$ cat src/rtl/mac_vector_sequencer.sv
// mac_vector_sequencer: streams operand pairs into a MAC and feeds its result back as the next c,
// building acc = init +/- sum(a*b) with a one-cycle done pulse.
module mac_vector_sequencer #(
  parameter int size_mantissa = 24,
  parameter int size_exponent = 8,
  parameter int size_exception_field = 2,
  parameter int size = size_exponent + size_mantissa + size_exception_field,
  parameter int mac_latency = 0,
  parameter int size_len = 16
) (
  input  logic                clk,
  input  logic                rst,
  input  logic                start,
  input  logic [size_len-1:0] length_i,
  input  logic [size-1:0]     init_i,
  input  logic                sub_i,
  input  logic                in_valid,
  output logic                in_ready,
  input  logic [size-1:0]     a_i,
  input  logic [size-1:0]     b_i,
  output logic [size-1:0]     mac_a_o,
  output logic [size-1:0]     mac_b_o,
  output logic [size-1:0]     mac_c_o,
  output logic                mac_sub_o,
  input  logic [size-1:0]     mac_result_i,
  output logic [size-1:0]     acc_o,
  output logic                busy_o,
  output logic                done_o,
  output logic [size_len-1:0] count_o
);
  localparam int ww = (mac_latency > 0) ? $clog2(mac_latency + 1) : 1;
  typedef enum logic [1:0] {IDLE, ACCEPT, COMPUTE, DONE} state_t;
  state_t state_q, state_d;
  logic [size-1:0] acc_q, acc_d, a_q, a_d, b_q, b_d;
  logic [size_len-1:0] cnt_q, cnt_d;
  logic [ww-1:0] wait_q, wait_d;
  logic sub_q, sub_d;
  always_ff @(posedge clk) begin
    if (rst) begin
      state_q <= IDLE;
      acc_q <= '0;
      a_q <= '0;
      b_q <= '0;
      cnt_q <= '0;
      wait_q <= '0;
      sub_q <= 1'b0;
    end else begin
      state_q <= state_d;
      acc_q <= acc_d;
      a_q <= a_d;
      b_q <= b_d;
      cnt_q <= cnt_d;
      wait_q <= wait_d;
      sub_q <= sub_d;
    end
  end
  always_comb begin
    state_d = state_q;
    acc_d = acc_q;
    a_d = a_q;
    b_d = b_q;
    cnt_d = cnt_q;
    wait_d = wait_q;
    sub_d = sub_q;
    in_ready = 1'b0;
    done_o = 1'b0;
    case (state_q)
      IDLE: if (start) begin
        acc_d = init_i;
        sub_d = sub_i;
        cnt_d = length_i;
        state_d = (length_i == '0) ? DONE : ACCEPT;
      end
      ACCEPT: begin
        in_ready = 1'b1;
        if (in_valid) begin
          a_d = a_i;
          b_d = b_i;
          wait_d = ww'(mac_latency);
          state_d = COMPUTE;
        end
      end
      // operands stay frozen here so a pipelined MAC sees a stable c for its whole latency
      COMPUTE: if (wait_q != '0) wait_d = wait_q - 1'b1;
      else begin
        acc_d = mac_result_i;
        cnt_d = cnt_q - 1'b1;
        state_d = (cnt_q == size_len'(1)) ? DONE : ACCEPT;
      end
      DONE: begin
        done_o = 1'b1;
        state_d = IDLE;
      end
    endcase
  end
  assign busy_o = state_q != IDLE;
  assign mac_a_o = a_q;
  assign mac_b_o = b_q;
  assign mac_c_o = acc_q;
  assign mac_sub_o = sub_q;
  assign acc_o = acc_q;
  assign count_o = cnt_q;
endmodule

$ cat config.mk
export PLATFORM = sky130hd
export DESIGN_NAME = mac_vector_sequencer
export DESIGN_NICKNAME = d
export VERILOG_FILES = /design/src/rtl/mac_vector_sequencer.sv
export SDC_FILE = /design/constraint.sdc
export NUM_CORES = 1
export LEC_CHECK = 0
export CAP_MARGIN = 20
export CORE_AREA = 3 3 121 123
export CTS_CLUSTER_SIZE = 10
export DETAILED_ROUTE_END_ITERATION = 6
export DIE_AREA = 0 0 124 126
export GPL_ROUTABILITY_DRIVEN = 0
export PLACE_DENSITY = 0.82
export SETUP_SLACK_MARGIN = 0.3
export SLEW_MARGIN = 10
export SYNTH_ARGS = -nofsm -noshare
export SYNTH_HDL_FRONTEND = slang
export SYNTH_SLANG_ARGS = --single-unit
export TNS_END_PERCENT = 100
$ cat constraint.sdc
create_clock -name clk -period 4.8 [get_ports clk]
set_input_delay 1.2 -clock clk [delete_from_list [all_inputs] [get_ports clk]]
set_output_delay 1.2 -clock clk [all_outputs]
set_load 0.02 [all_outputs]
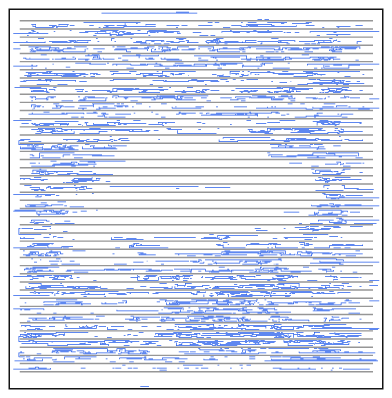
Run 1: the metal 1 layer
Scale: 3 px per um. Supply wires on this layer in gray.
- share of all routed wire: 38%
- longest straight run: 37.7 um
- main direction: horizontal
- wire length on this layer: 6780 um

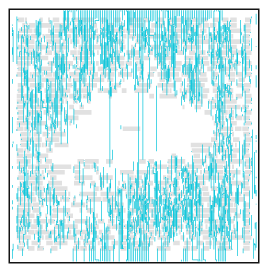
Run 1: met2 routing
Scale: 2 px per um. Cells faint in the background.
- nets with wire on the layer: 919
- share of all routed wire: 48%

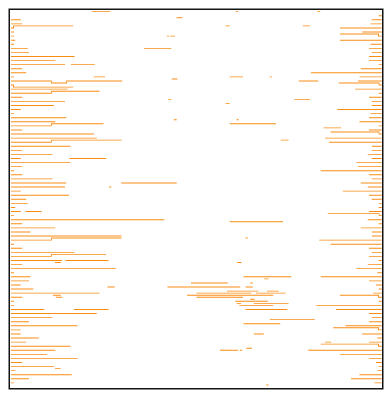
Run 1: met3 routing
Scale: 3 px per um.
- wire length on this layer: 2130 um
- longest straight run: 50.8 um
- nets with wire on the layer: 214

[run 1: worst register-to-register path, stage by stage (launching register included)]
cell	delay, ns
dfxtp_1	0.55
o21ba_2	0.79
buf_4	0.41
nor2_1	0.07
a311oi_1	0.25
[run 1: cell usage after synthesis (all sizes together) (3+ instances only)]
master	n	share of area, %
xor2	3	0.50
dfxtp	121	47
buf	44	5.9
nor3	7	0.67
clkbuf	44	3.2
nand4	3	0.36
nor4	8	1.1
o21ai	8	0.77
a211oi	7	1.1
a221oi	4	0.67
nor2	41	3.0
or4	3	0.58
a21oi	76	7.3
nand2	220	16
a311oi	36	6.1
o22ai	3	0.36
inv	4	0.29
[run 1: flip-flops by register name (all words and copies together), names as in the netlist]
register and count:
mac_a_o 34, mac_sub_o 1, count_o 16, acc_o 34, mac_b_o 34, state_q 2
[run 1: power breakdown]
group	switching (mW)	internal (mW)	total, mW
clock network	0.459	0.896	1.35
registers	0.0599	1.07	1.13
logic	0.333	0.350	0.682
total	0.851	2.32	3.17
[run 1: cell families after synthesis]
family	count (synthesis)
buf+inv	92
simple gates	297
flops	121
mux	1
compound gates	153
xor+xnor	4
fa+ha+maj	2
[run 1: how the worst min path moves through the flow]
stage / slack [ns] / to / cells past startpoint
finish: 0.45 / mac_a_o[29] / 2
global route: 0.47 / mac_a_o[2] / 2
detailed placement: 0.45 / mac_b_o[29] / 2
CTS: 0.45 / mac_a_o[2] / 2
floorplan: 0.53 / mac_a_o[0] / 2
global placement: 0.44 / mac_a_o[31] / 2
[run 1: per-layer routing]
layer	up-vias	GRT usage [%]	share of wire, %
met5	-	0	0
met4	0	9.41	2.7
met3	42	11.0	12
li1	2775	-	-
met2	278	37.0	48
met1	2587	25.2	38
[run 1: area by class of cell]
type                       instances  area (um2)
inverter                           4        15.0
multi-input combinational        457        2310
timing repair buffer             324        3220
clock buffer                      21         460
fill                            1199        4940
clock inverter                    11         170
tap                              180         225
sequential                       121        2420
==> flow_summary.yaml, run 1 <==
# implementation run metrics
setup_path:
  cp_top_family: "buffers and inverters"
  cp.buffers_inverters: 1
  slowest_stage: "clkdlybuf4s50_1"
  r2r_start: "state_q[1]"
  worst_setup_path_end_kind: "primary output"
  start_kind: "flop"
  arrival_ns: 1.94
  worst-path-max-fanout: 10
  ff2ff_path_depth: 4
  ff2ff_setup_slack_ns: 2.63
  crit_type: "flop to primary output"
  crit_start: "state_q[0]"
  slowest_delay_ns: 0.69
  critical_path_required_ns: 3.60
  cp.depth: 2
  path_cells: "nor2b_1 -> clkdlybuf4s50_1"
  timing.rr.end: "acc_o[1]"
  crit_end: "in_ready"
logic_synthesis:
  ys_types: 52
  ys_seq_share_pct: 46.5
  ys_cells: 670
  compound_area_share_pct: 19.4
  syn_nets: 829
  ys_area_um2: 5210
  mux_area_share_pct: 0.192
  edf_count: 0
  synthesis.area_um2: 5210
  ys_warn_count: 0
  logic_family: "simple AND/OR/NAND/NOR gates"
  ys.flop_type: "dfxtp_1"
  synth_async_sr_flop_share_pct: 0
  netlist_instances: 670
  simple_gate_share_pct: 23.5
  avgSynthCellArea_um2: 7.77
  yosys.area_share.adder_pct: 0.480
  xor_share_pct: 0.673
  ys_seq_elements: 121
final_timing:
  timing.fmax_ghz: 0.318
  skew_ns: 0.00861
  finalSetupViolCount: 0
  fin_crit_sh_pct: 65.5
  max-slew-margin-rel_pct: 31.6
  holdWs_ns: 0.451
  rsz0062_at_grt: "false"
  tightest_slew_ns: 1.02
  setup_ws_ns: 1.66
  fin_crit_ns: 3.14
  maxSlewViolCount: 0
  final_hold_viol_count: 0
  setup-tns-final_ns: 0
grt:
  antenna_found_initial: 0
  grt_max_degree: 58
  grt_pass1_vias: 5532
  grt_use_total_pct: 22.7
  grt_pass1_wl_um: 28100
  grt_overflow: 0
hold_path:
  min-delay-start: "mac_a_o[29]"
  min_path_type: "flop to flop"
power_and_ir_drop:
  total_power_mw: 3.17
  powerDensity_nw_per_um2: 359
  leakage_nw: 3.18
  vdd_drop_max_uv: 248
place:
  portBuffers: 312
  dpl-instance-area_um2: 8180
  place_inst: 1085
  hpwl_um: 13000
  dpl_worst_slack_ns: 1.50
route:
  dr_total_vias: 5682
  dr.pass1.iters: 5
  wl_um: 18000
  wl_per_cell_um: 16.1
  antenna_left: 0
  drt_iter0_drc: 296
  viasPerCell: 5.08
  drc: 0
die:
  dieArea_um2: 15600
  core-area_um2: 13800
  fp-utilization_pct: 37.8
  fp.dieH_um: 126
  ios: 313
  die_w_um: 124
  row_count: 43
clock_network:
  hold_buffers: 0
  cts_made_buffers: 17
  ctsHtreeMaxLevel: 4
  cts-root-buf: "clkbuf_16"
  tritoncts: "yes"
  clk_pin_slew_worst_paths_ns: 0.06
  post_cts_buffers: 0
  cts_resized: 0
  clock-sinks: 121
  clock_latency_ns: 0.41
  clock_path_buffers: 2
cells_and_area:
  lay_top_count: "clkdlybuf4s50_1"
  final_cells: 1118
  finalInstanceArea_um2: 8830
  nNetsFinal: 1084
  syn_to_final_growth_pct: 69.5
  fin_util_pct: 64.1
  n_antenna_cell: 0
  lay_top_cells: "clkdlybuf4s50_1, nand2_1, dfxtp_1, a21oi_1, nor2_1"
  layout-drive-gt1-share_pct: 5.54
outcome:
  status: "finished clean"
flow_run:
  tool_warnings: 27
  timing.max_cap.violations: 0
==> run 2, diff against run 1 <==
CORE_AREA = 3 3 122 124   (was 3 3 121 123)
DIE_AREA = 0 0 125 127   (was 0 0 124 126)
PLACE_DENSITY = 0.81   (was 0.82)
clock period = 3.1 ns   (was 4.8 ns; I/O delays follow)
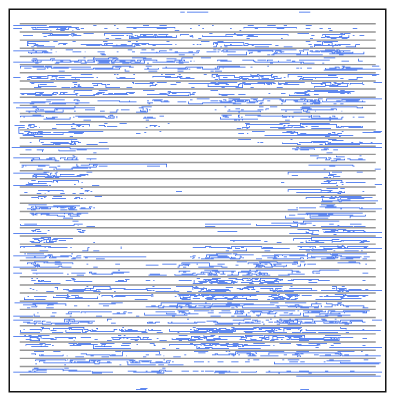
Run 2: the metal 1 layer
Scale: 3 px per um. Supply wires on this layer in gray.
- longest straight run: 38.6 um
- wire length on this layer: 6930 um

==> flow_summary.yaml, run 2 <==
# implementation run metrics
route:
  drc: 0
  dr_total_vias: 5680
  wl_um: 18300
  viasPerCell: 5.08
  wl_per_cell_um: 16.4
  dr.pass1.iters: 4
  antenna_left: 0
  drt_iter0_drc: 302
outcome:
  status: "finished clean"
cells_and_area:
  nFillCells: 1163
  nNetsFinal: 1084
  n_antenna_cell: 0
  lay_top_cells: "clkdlybuf4s50_1, nand2_1, dfxtp_1, a21oi_1, nor2_1"
  finalInstanceArea_um2: 8820
  fin_util_pct: 63.5
  lay_top_count: "clkdlybuf4s50_1"
  layout-drive-gt1-share_pct: 5.65
  syn_to_final_growth_pct: 69.3
  final_cells: 1118
clock_network:
  ctsHtreeMaxLevel: 4
  clock_path_buffers: 2
  hold_buffers: 0
  cts-root-buf: "clkbuf_16"
  clock-sinks: 121
  clock_latency_ns: 0.41
  clk_pin_slew_worst_paths_ns: 0.05
  post_cts_buffers: 0
  cts_made_buffers: 17
  tritoncts: "yes"
final_timing:
  holdWs_ns: 0.451
  max-slew-margin-rel_pct: 32.1
  final_hold_viol_count: 0
  skew_ns: 0.0103
  maxSlewViolCount: 0
  setup_ws_ns: 0.580
  fin_crit_sh_pct: 81.3
  setup-tns-final_ns: 0
  tightest_slew_ns: 1.01
  timing.fmax_ghz: 0.397
  rsz0062_at_grt: "false"
  finalSetupViolCount: 0
  fin_crit_ns: 2.52
setup_path:
  timing.rr.end: "count_o[13]"
  crit_start: "state_q[0]"
  critical_path_required_ns: 2.32
  crit_end: "done_o"
  start_kind: "flop"
  ff2ff_setup_slack_ns: 0.98
  worst-path-max-fanout: 10
  arrival_ns: 1.75
  r2r_start: "count_o[4]"
  crit_type: "flop to primary output"
  ff2ff_path_depth: 4
  worst_setup_path_end_kind: "primary output"
power_and_ir_drop:
  powerDensity_nw_per_um2: 539
  leakage_nw: 3.18
  vdd_drop_max_uv: 454
  total_power_mw: 4.75
place:
  dpl-instance-area_um2: 8240
  dpl_worst_slack_ns: 0.584
  portBuffers: 312
  hpwl_um: 13200
  place_inst: 1086
logic_synthesis:
  ys_cells: 670
  most_common_cell: "nand2_1"
  ys_seq_elements: 121
  netlist_instances: 670
  synth.top_cell.area_share_pct: 46.5
  topCellsByArea: "dfxtp_1, nand2_1, a21oi_1"
  ys_types: 52
  ys.flop_type: "dfxtp_1"
  top_area_cell: "dfxtp_1"
  synth_async_sr_flop_share_pct: 0
  synthesis.area_um2: 5210
  synthTopCellsByCount: "nand2_1, dfxtp_1, a21oi_1"
  edf_count: 0
  ys_seq_share_pct: 46.5
  syn_nets: 829
  ys_area_um2: 5210
  ys_warn_count: 0
  avgSynthCellArea_um2: 7.77
grt:
  grt_pass1_wl_um: 27900
  grt_use_total_pct: 21.9
  antenna_found_initial: 0
  grt_busiest_layer: "met2"
  grt_overflow: 0
  grt_max_degree: 69
  grt_use_met1_pct: 24.8
  gr-usage-met2_pct: 37.5
  use_met3_pct: 9.95
  grt_pass1_vias: 5375
die:
  dieArea_um2: 15900
  fp.dieH_um: 127
  ios: 313
  row_count: 43
  fp-utilization_pct: 37.5
  core-area_um2: 13900
  die_w_um: 125
hold_path:
  min_path_type: "flop to flop"
flow_run:
  timing.max_cap.violations: 0
  tool_warnings: 27
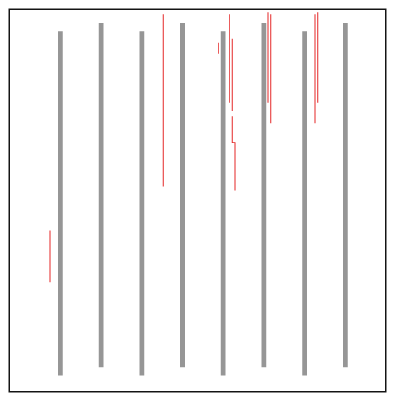
Run 2: signal wires on met4
Scale: 3 px per um. Supply wires on this layer in gray.
- longest straight run: 57.1 um
- main direction: vertical

[run 2: cell count changes in the layout (fill, tap and decap cells not counted), sizes merged]
cell / change
dlygate4sd2: +1
clkbuf: -1
clkdlybuf4s50: -1
clkinv: +3
bufinv: -2
[run 2: repair_timing]
item | CTS | global route
hold endpoints to repair | 0 | 0
resized | 1 | 0
endpoints found under the setup margin | 1 | 0
[run 2: report_power, final]
group	internal (mW)	switching [mW]
clock network	1.22	0.718
logic	0.548	0.514
registers	1.66	0.0970
[run 2: cell type report]
cell class | count | area, um2 | share of cell area [%]
clock inverters | 12 | 125 | 1.42
inverters | 4 | 15.0 | 0.170
multi-input cells | 457 | 2310 | 26.2
clock buffers | 20 | 457 | 5.18
repair buffers | 324 | 3260 | 37.0
flip-flops and latches | 121 | 2420 | 27.5
well taps | 180 | 225 | 2.55
[run 2: logic make-up after synthesis]
family | synth area share (%)
flops | 46.5
mux | 0.192
xor+xnor | 0.673
compound gates | 19.4
fa+ha+maj | 0.480
buf+inv | 9.32
simple gates | 23.5
[run 2: worst min path at each step]
| stage | slack, ns | cells past startpoint | endpoint | from |
|---|---|---|---|---|
| after floorplan | 0.53 | 2 | mac_a_o[0] | mac_a_o[0] |
| after global placement | 0.44 | 2 | mac_b_o[15] | mac_b_o[15] |
| after detailed placement | 0.45 | 2 | mac_b_o[15] | mac_b_o[15] |
| after CTS | 0.45 | 2 | mac_b_o[15] | mac_b_o[15] |
| after global routing | 0.47 | 2 | mac_b_o[7] | mac_b_o[7] |
| final | 0.45 | 2 | mac_a_o[12] | mac_a_o[12] |
[run 2: worst max-delay path, cell delays in order, from the launching register on]
cell	delay (ns)
dfxtp_1	0.55
and2_1	0.18
clkdlybuf4s50_1	0.61
[run 2: metal layers]
metal,up-vias,wire (um)
met5,-,0
met4,0,287
met3,21,2020
met2,280,9090
met1,2608,6930
li1,2771,-
==> run 3, diff against run 2 <==
CORE_AREA = 3 3 128 130   (was 3 3 122 124)
DIE_AREA = 0 0 131 133   (was 0 0 125 127)
PLACE_DENSITY = 0.77   (was 0.81)
clock period = 2.2 ns   (was 3.1 ns; I/O delays follow)
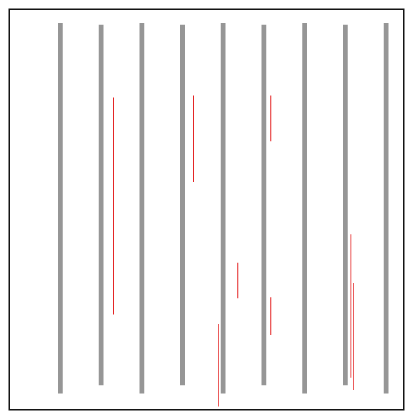
Run 3: signal wires on met4
Scale: 3 px per um. Supply wires on this layer in gray.
- longest straight run: 72.1 um
- nets with wire on the layer: 5
- main direction: vertical

==> flow_summary.yaml, run 3 <==
# implementation run metrics
power_and_ir_drop:
  switchingPower_mw: 1.91
  leakage_nw: 3.87
  p_int_mw: 4.69
  powerDensity_nw_per_um2: 744
  sw_frac_of_total_pct: 28.9
  combPwrFrac_pct: 21.7
hold_path:
  min_path_type: "flop to flop"
clock_network:
  tritoncts: "yes"
  cts_made_buffers: 17
  clock-sinks: 121
  ctsHtreeMaxLevel: 4
  cts-root-buf: "clkbuf_16"
  clock_path_buffers: 2
  clk_pin_slew_worst_paths_ns: 0.05
  hold_buffers: 0
  clock_latency_ns: 0.41
cells_and_area:
  nNetsFinal: 1100
  lay_top_count: "nand2_1"
  comb_area_um2: 2320
  final_cells: 1165
  seq_area_um2: 2430
  lay_top_cells: "nand2_1, clkdlybuf4s50_1, dlygate4sd2_1, dfxtp_1, a21oi_1"
  n_antenna_cell: 0
  syn_to_final_growth_pct: 70.2
logic_synthesis:
  ys_area_um2: 5210
  top_area_cell: "dfxtp_1"
  netlist_instances: 670
  topCellsByArea: "dfxtp_1, nand2_1, a21oi_1"
  ys_cells: 670
  synthesis.area_um2: 5210
  compound_area_share_pct: 19.4
  ys.flop_type: "dfxtp_1"
  mux_area_share_pct: 0.192
  ys_types: 52
  ys_seq_elements: 121
  ys_warn_count: 0
  simple_gate_share_pct: 23.5
  synthTopCellsByCount: "nand2_1, dfxtp_1, a21oi_1"
  synth.top_cell.area_share_pct: 46.5
  edf_count: 0
  most_common_cell: "nand2_1"
  avgSynthCellArea_um2: 7.77
  synth_async_sr_flop_share_pct: 0
grt:
  grt_pass1_wl_um: 27700
  grt_pass1_vias: 5368
  grt_overflow: 0
  grt_max_degree: 64
  antenna_found_initial: 0
  grt_use_total_pct: 20.1
setup_path:
  start_kind: "flop"
  worst-path-max-fanout: 7
  path_cells: "or4_4 -> or4_4 -> a211o_1 -> a211oi_2"
  ff2ff_setup_slack_ns: 0.31
  crit_type: "flop to flop"
  slowest_delay_ns: 0.56
  worst_setup_path_end_kind: "flop"
  critical_path_required_ns: 2.53
  arrival_ns: 2.22
  cp_top_family: "simple AND/OR/NAND/NOR gates"
  slowest_stage: "or4_4"
  path_common_cell: "or4_4"
place:
  place_inst: 1131
  portBuffers: 312
  hpwl_um: 13600
flow_run:
  tool_warnings: 30
  timing.max_cap.violations: 0
route:
  antenna_left: 0
  wl_per_cell_um: 15.7
  wl_um: 18300
  drt_iter0_drc: 274
  dr_total_vias: 5680
  dr.pass1.iters: 4
  viasPerCell: 4.88
  drc: 0
die:
  fp-utilization_pct: 34.1
  dieArea_um2: 17400
  fp.dieH_um: 133
  die_w_um: 131
  ios: 313
final_timing:
  final_hold_viol_count: 0
  tightest_slew_ns: 0.398
  skew_ns: 0.00907
  setup-tns-final_ns: 0
  rsz0062_at_grt: "true"
  fin_crit_sh_pct: 86.0
  maxSlewViolCount: 0
  max-slew-margin-rel_pct: 73.4
  fin_crit_ns: 1.89
  finalSetupViolCount: 0
outcome:
  status: "finished clean"
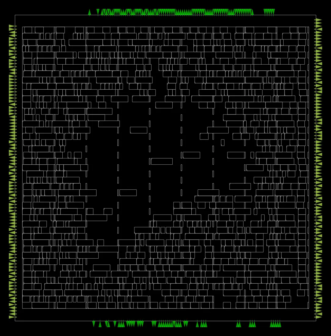
Run 3: cell placement
Filler Cells Inserted: 1419
total core area: 15300 um2
post-layout util: 58.1%
# rows: 45
# Taps: 211

## run 3: metal layers
layer | global-route usage (%) | share of wire (%) | vias to the layer above
met5 | 0 | 0 | -
met4 | 6.17 | 1.4 | 0
li1 | - | - | 2808
met1 | 22.7 | 39 | 2591
met3 | 9.37 | 11 | 22
met2 | 33.6 | 49 | 259
## run 3: path summary, 6_finish.rpt
check | from | to | cells past startpoint
setup / recovery | count_o[0] | count_o[7] | 4
hold reg to reg | mac_a_o[12] | mac_a_o[12] | 2
setup reg to reg | count_o[0] | count_o[7] | 4
hold / removal | mac_a_o[12] | mac_a_o[12] | 2
## run 3: per-stage QoR
stage | util (%) | instance area [um2] | total power [mW] | setup slack [ns] | hold slack, ns
2_1_floorplan | - | 5210 | 3.27 | 0.277 | 0.535
3_3_place_gp | 55.4 | 8450 | 4.05 | 0.160 | 0.440
3_5_place_dp | 55.4 | 8450 | 4.07 | 0.0842 | 0.446
4_1_cts | 57.9 | 8840 | 6.66 | 0.165 | 0.451
5_1_grt | 58.1 | 8860 | 6.89 | 0.242 | 0.466
6_report | 58.1 | 8860 | 6.59 | 0.308 | 0.447
## run 3: cells by family after synthesis
group / count (synthesis)
AOI/OAI and AO/OA: 153
muxes: 1
xor gates and xnor gates: 4
adders and majority gates: 2
buffers and inverters: 92
DFF: 121
and+or+nand+nor: 297
## run 3: cell type report
| type | instances | area share [%] |
|---|---|---|
| Inverter | 4 | 0.169 |
| Clock inverter | 15 | 1.75 |
| Clock buffer | 17 | 4.80 |
| Sequential cell | 121 | 27.4 |
| Tap cell | 211 | 2.98 |
| Multi-Input combinational cell | 457 | 26.2 |
| Timing Repair Buffer | 340 | 36.7 |
## run 3: worst register-to-register path: stages, from the launching register on
cell,delay (ns)
dfxtp_2,0.35
or4_4,0.57
or4_4,0.43
a211o_1,0.28
a211oi_2,0.20
## run 3: power groups by stage
stage	registers, mW	logic [mW]	clock network, mW
global route	2.48	1.55	2.87
CTS	2.46	1.43	2.77
floorplan	2.65	0.619	0
detailed placement	2.51	1.56	0
finish	2.46	1.43	2.70
global placement	2.51	1.55	0
## run 3: timing repair
action / in CTS / in global routing
setup buffers: 0 / 2
pin swaps: 0 / 0
resized: 161 / 8
setup endpoints to repair: 160 / 10
Power is estimated from default activity; no workload was simulated.
